File: config.mk
export PLATFORM = sky130hd
export DESIGN_NAME = multicycle_control_unit
export DESIGN_NICKNAME = d
export VERILOG_FILES = /design/src/rtl/multicycle_control_unit_pkg.sv /design/src/rtl/mcu_opcode_class.sv /design/src/rtl/multicycle_control_unit.sv
export SDC_FILE = /design/constraint.sdc
export NUM_CORES = 1
export LEC_CHECK = 0
export ABC_AREA = 1
export ABC_CLOCK_PERIOD_IN_PS = 1600
export CORE_UTILIZATION = 41
export CTS_CLUSTER_SIZE = 20
export DETAILED_ROUTE_END_ITERATION = 6
export GPL_TIMING_DRIVEN = 0
export PLACE_DENSITY = 0.84
export SYNTH_ARGS = -nofsm -noshare
export SYNTH_HDL_FRONTEND = slang
export SYNTH_SLANG_ARGS = --single-unit
File: constraint.sdc
create_clock -name clk -period 1.6 [get_ports clk]
set_input_delay 0.24 -clock clk [delete_from_list [all_inputs] [get_ports clk]]
set_output_delay 0.24 -clock clk [all_outputs]
set_load 0.01 [all_outputs]
File: src/rtl/multicycle_control_unit_pkg.sv
// Shared definitions for the multi-cycle MIPS control unit: FSM state
// encodings, instruction opcode constants and datapath control codes.
package multicycle_control_unit_pkg;

  typedef enum logic [2:0] {
    ST_IDLE   = 3'd0,
    ST_FETCH  = 3'd1,
    ST_DECODE = 3'd2,
    ST_EXEC   = 3'd3,
    ST_MEM    = 3'd4,
    ST_WB     = 3'd5,
    ST_BRANCH = 3'd6
  } state_e;

  localparam logic [5:0] OP_RTYPE = 6'b000000;
  localparam logic [5:0] OP_LW    = 6'b100011;
  localparam logic [5:0] OP_SB    = 6'b101000;
  localparam logic [5:0] OP_SH    = 6'b101001;
  localparam logic [5:0] OP_SW    = 6'b101011;
  localparam logic [5:0] OP_BEQ   = 6'b000100;
  localparam logic [5:0] OP_BNE   = 6'b000101;
  localparam logic [5:0] OP_NOP   = 6'b010101;

  // ALU B-operand source select
  typedef enum logic [1:0] {
    ASB_REG  = 2'b00,
    ASB_FOUR = 2'b01,
    ASB_IMM  = 2'b10
  } alu_src_b_e;

  // ALU operation class
  typedef enum logic [1:0] {
    ALU_ADD   = 2'b00,
    ALU_SUB   = 2'b01,
    ALU_FUNCT = 2'b10,
    ALU_IMM   = 2'b11
  } alu_op_e;

endpackage

File: src/rtl/mcu_opcode_class.sv
// Combinational opcode classifier for the multi-cycle control unit.
// Inputs : opcode, funct  - instruction fields (live or latched copy)
// Outputs: is_rtype, is_load, is_store, is_branch, is_nop,
//          no_wb - instruction finishes without a register writeback
module mcu_opcode_class
  import multicycle_control_unit_pkg::*;
#(
  parameter logic [5:0] JR_FUNCT = 6'b001000
) (
  input  logic [5:0] opcode,
  input  logic [5:0] funct,
  output logic       is_rtype,
  output logic       is_load,
  output logic       is_store,
  output logic       is_branch,
  output logic       is_nop,
  output logic       no_wb
);

  always_comb begin
    is_rtype  = (opcode == OP_RTYPE);
    is_load   = (opcode == OP_LW);
    is_store  = (opcode == OP_SB) || (opcode == OP_SH) || (opcode == OP_SW);
    is_branch = (opcode == OP_BEQ) || (opcode == OP_BNE);
    is_nop    = (opcode == OP_NOP);
    no_wb     = is_store || is_branch || is_nop || (is_rtype && (funct == JR_FUNCT));
  end

endmodule

File: src/rtl/multicycle_control_unit.sv
// Multi-cycle MIPS control unit: sequences fetch, decode, execute, memory
// and writeback, one state per clock, and drives the datapath controls.
// Optional feature macro: MEM_TIMEOUT_EN (memory wait timeout + mem_err).
// Inputs : clk, rst (async, active high), opcode, funct, mem_ready
// Outputs: pc_write, ir_write, reg_read, reg_write, reg_dst, mem_read,
//          mem_write, mem_to_reg, alu_src_b[1:0], alu_op[1:0], branch,
//          branch_ne, mem_err (sticky timeout flag), state_o[2:0]
module multicycle_control_unit
  import multicycle_control_unit_pkg::*;
#(
  parameter int unsigned MEM_TIMEOUT = 15,
  parameter int unsigned CNT_W       = 4,
  parameter logic [5:0]  JR_FUNCT    = 6'b001000
) (
  input  logic       clk,
  input  logic       rst,
  input  logic [5:0] opcode,
  input  logic [5:0] funct,
  input  logic       mem_ready,
  output logic       pc_write,
  output logic       ir_write,
  output logic       reg_read,
  output logic       reg_write,
  output logic       reg_dst,
  output logic       mem_read,
  output logic       mem_write,
  output logic       mem_to_reg,
  output logic [1:0] alu_src_b,
  output logic [1:0] alu_op,
  output logic       branch,
  output logic       branch_ne,
  output logic       mem_err,
  output logic [2:0] state_o
);

  // An undersized wait counter shows up as this named scope in the hierarchy.
  if ((1 << CNT_W) <= MEM_TIMEOUT) begin : g_cnt_w_too_small
  end

  state_e     state_q, state_d;
  logic [5:0] op_q, op_d;
  logic [5:0] funct_q, funct_d;

  logic [5:0] cls_op, cls_funct;
  logic       is_rtype, is_load, is_store, is_branch, is_nop, no_wb;

  alu_src_b_e asb;
  alu_op_e    aop;

`ifdef MEM_TIMEOUT_EN
  localparam logic [CNT_W-1:0] CNT_MAX = '1;
  // Abort on the clock at which the count would reach MEM_TIMEOUT, so the
  // forced FETCH lands exactly MEM_TIMEOUT waiting cycles after entry.
  localparam logic [CNT_W-1:0] ABORT_AT = CNT_W'(MEM_TIMEOUT - 1);

  logic [CNT_W-1:0] cnt_q, cnt_d;
  logic             mem_err_q, mem_err_d;
  logic             waiting, abort;

  assign waiting = ((state_q == ST_FETCH) || (state_q == ST_MEM)) && !mem_ready;
  assign abort   = waiting && (cnt_q == ABORT_AT);
`endif

  // DECODE classifies the live IR fields; every later state sees the latch.
  always_comb begin
    cls_op    = (state_q == ST_DECODE) ? opcode : op_q;
    cls_funct = (state_q == ST_DECODE) ? funct  : funct_q;
  end

  mcu_opcode_class #(
    .JR_FUNCT (JR_FUNCT)
  ) u_opcode_class (
    .opcode    (cls_op),
    .funct     (cls_funct),
    .is_rtype  (is_rtype),
    .is_load   (is_load),
    .is_store  (is_store),
    .is_branch (is_branch),
    .is_nop    (is_nop),
    .no_wb     (no_wb)
  );

  // Next-state and latch logic
  always_comb begin
    state_d = state_q;
    op_d    = op_q;
    funct_d = funct_q;
    unique case (state_q)
      ST_IDLE:  state_d = ST_FETCH;
      ST_FETCH: if (mem_ready) state_d = ST_DECODE;
      ST_DECODE: begin
        op_d    = opcode;
        funct_d = funct;
        if (is_branch)   state_d = ST_BRANCH;
        else if (is_nop) state_d = ST_FETCH;
        else             state_d = ST_EXEC;
      end
      ST_EXEC: begin
        if (is_load || is_store) state_d = ST_MEM;
        else if (no_wb)          state_d = ST_FETCH;
        else                     state_d = ST_WB;
      end
      ST_MEM: if (mem_ready) state_d = is_load ? ST_WB : ST_FETCH;
      ST_WB:     state_d = ST_FETCH;
      ST_BRANCH: state_d = ST_FETCH;
      default:   state_d = ST_IDLE;
    endcase
`ifdef MEM_TIMEOUT_EN
    if (abort) state_d = ST_FETCH;
`endif
  end

`ifdef MEM_TIMEOUT_EN
  // FETCH->FETCH on abort is not a state change, so abort clears explicitly.
  always_comb begin
    mem_err_d = mem_err_q || abort;
    if ((state_d != state_q) || abort) cnt_d = '0;
    else if (waiting && (cnt_q != CNT_MAX)) cnt_d = cnt_q + 1'b1;
    else cnt_d = cnt_q;
  end
`endif

  always_ff @(posedge clk or posedge rst) begin
    if (rst) begin
      state_q   <= ST_IDLE;
      op_q      <= '0;
      funct_q   <= '0;
`ifdef MEM_TIMEOUT_EN
      cnt_q     <= '0;
      mem_err_q <= 1'b0;
`endif
    end else begin
      state_q   <= state_d;
      op_q      <= op_d;
      funct_q   <= funct_d;
`ifdef MEM_TIMEOUT_EN
      cnt_q     <= cnt_d;
      mem_err_q <= mem_err_d;
`endif
    end
  end

  // Moore output decode
  always_comb begin
    pc_write   = 1'b0;
    ir_write   = 1'b0;
    reg_read   = 1'b0;
    reg_write  = 1'b0;
    reg_dst    = 1'b0;
    mem_read   = 1'b0;
    mem_write  = 1'b0;
    mem_to_reg = 1'b0;
    branch     = 1'b0;
    branch_ne  = 1'b0;
    asb        = ASB_REG;
    aop        = ALU_ADD;
    unique case (state_q)
      ST_FETCH: begin
        mem_read = 1'b1;
        asb      = ASB_FOUR;
        // IR load and PC+4 commit only with the completing access
        ir_write = mem_ready;
        pc_write = mem_ready;
      end
      ST_DECODE: reg_read = !is_nop;
      ST_EXEC: begin
        if (is_rtype) begin
          asb = ASB_REG;
          aop = ALU_FUNCT;
        end else if (is_load || is_store) begin
          asb = ASB_IMM;
          aop = ALU_ADD;
        end else begin
          asb = ASB_IMM;
          aop = ALU_IMM;
        end
      end
      ST_MEM: begin
        mem_read  = is_load;
        mem_write = is_store;
      end
      ST_WB: begin
        reg_write  = 1'b1;
        reg_dst    = is_rtype;
        mem_to_reg = is_load;
      end
      ST_BRANCH: begin
        aop       = ALU_SUB;
        branch    = (op_q == OP_BEQ);
        branch_ne = (op_q == OP_BNE);
      end
      default: ;
    endcase
  end

  assign alu_src_b = asb;
  assign alu_op    = aop;
  assign state_o   = state_q;

`ifdef MEM_TIMEOUT_EN
  assign mem_err = mem_err_q;
`else
  assign mem_err = 1'b0;
`endif

endmodule

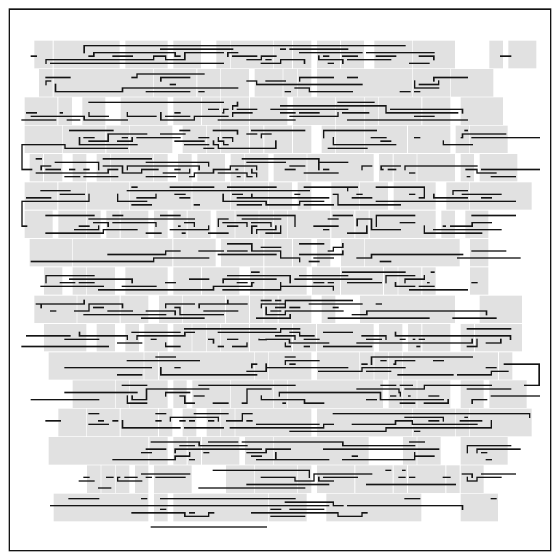
(images/layer_met1.png)
Cells faint in the background.
The layer holds 36% of the routed length. The wires run mostly horizontal. The longest straight run is 30.8 um.

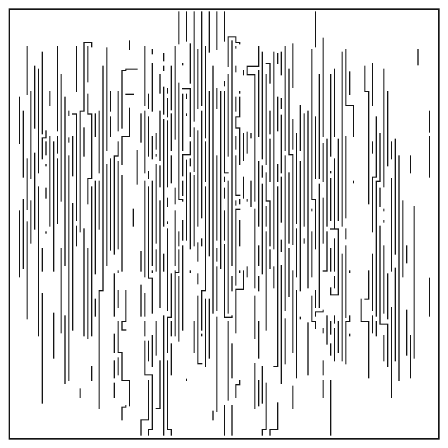
(images/layer_met2.png)
The wires run mostly vertical. The layer carries 2,400 um of wire.

==> flow_summary.json <==
{
  "grt_max_degree": 16,
  "ir_drop_mv": 1.47,
  "nNetsFinal": 237,
  "signal_buffers": 71,
  "violations": "negative setup slack",
  "power_top_consumer": "combinational cells",
  "ys_seq_share_pct": 36.8,
  "wl_per_cell_um": 19.3,
  "regArea_um2": 379,
  "pre_cts_ws_ns": -0.670,
  "diodes": 0,
  "nClkBuffers": 3,
  "yosysUniqueCellTypes": 25,
  "setup_slack_ns": -0.740,
  "ys_sh_mux_pct": 0,
  "hp-class": "in2async",
  "numCtsBuffers": 3,
  "startpoint_type": "register",
  "synth-adder-area-share_pct": 0,
  "place_inst": 207,
  "rsz0062_at_grt": "yes",
  "vias": 1415,
  "status": "finished, violations left",
  "io_buffers": 31,
  "cts_hold_buf": 0,
  "clockBufferDepth": 2,
  "synthXorXnorAreaFrac_pct": 0,
  "die_h_um": 51.9,
  "warning_count": 29,
  "mostFrequentLayoutCells": "nand2_1 (33), buf_4 (24), inv_1 (22)",
  "drive_gt1_share_pct": 54.3,
  "simple_gate_share_pct": 43.7,
  "h-tree-depth": 1,
  "fin_crit_sh_pct": 146,
  "synthesis.area_um2": 1020,
  "comb_cells": 101,
  "comb_share_pct": 37.4,
  "area_delta_synth_final_pct": 88.2,
  "aoi_share_pct": 5.28,
  "setup_viol": 15,
  "yosysWarnings": 0
}
## worst paths after layout
check | start | end | slack, ns | cells after the start
max | state_o[2]$_DFFE_PP0P_ | reg_dst | -0.74 | 10
min | rst | funct_q[4]$_DFF_PP0_ | 0.29 | 2
max reg2reg | state_o[2]$_DFFE_PP0P_ | state_o[1]$_DFFE_PP0P_ | -0.57 | 14
min reg2reg | funct_q[0]$_DFF_PP0_ | funct_q[0]$_DFF_PP0_ | 0.50 | 2
max in group asynchronous | rst | state_o[0]$_DFFE_PP0P_ | 0.87 | 2
min in group clk | funct[0] | funct_q[0]$_DFF_PP0_ | 0.48 | 3
## layer usage
layer	vias up	global-route usage (%)
met1	655	38.4
met3	36	7.02
li1	604	-
met4	0	21.2
met2	120	63.5
met5	-	0
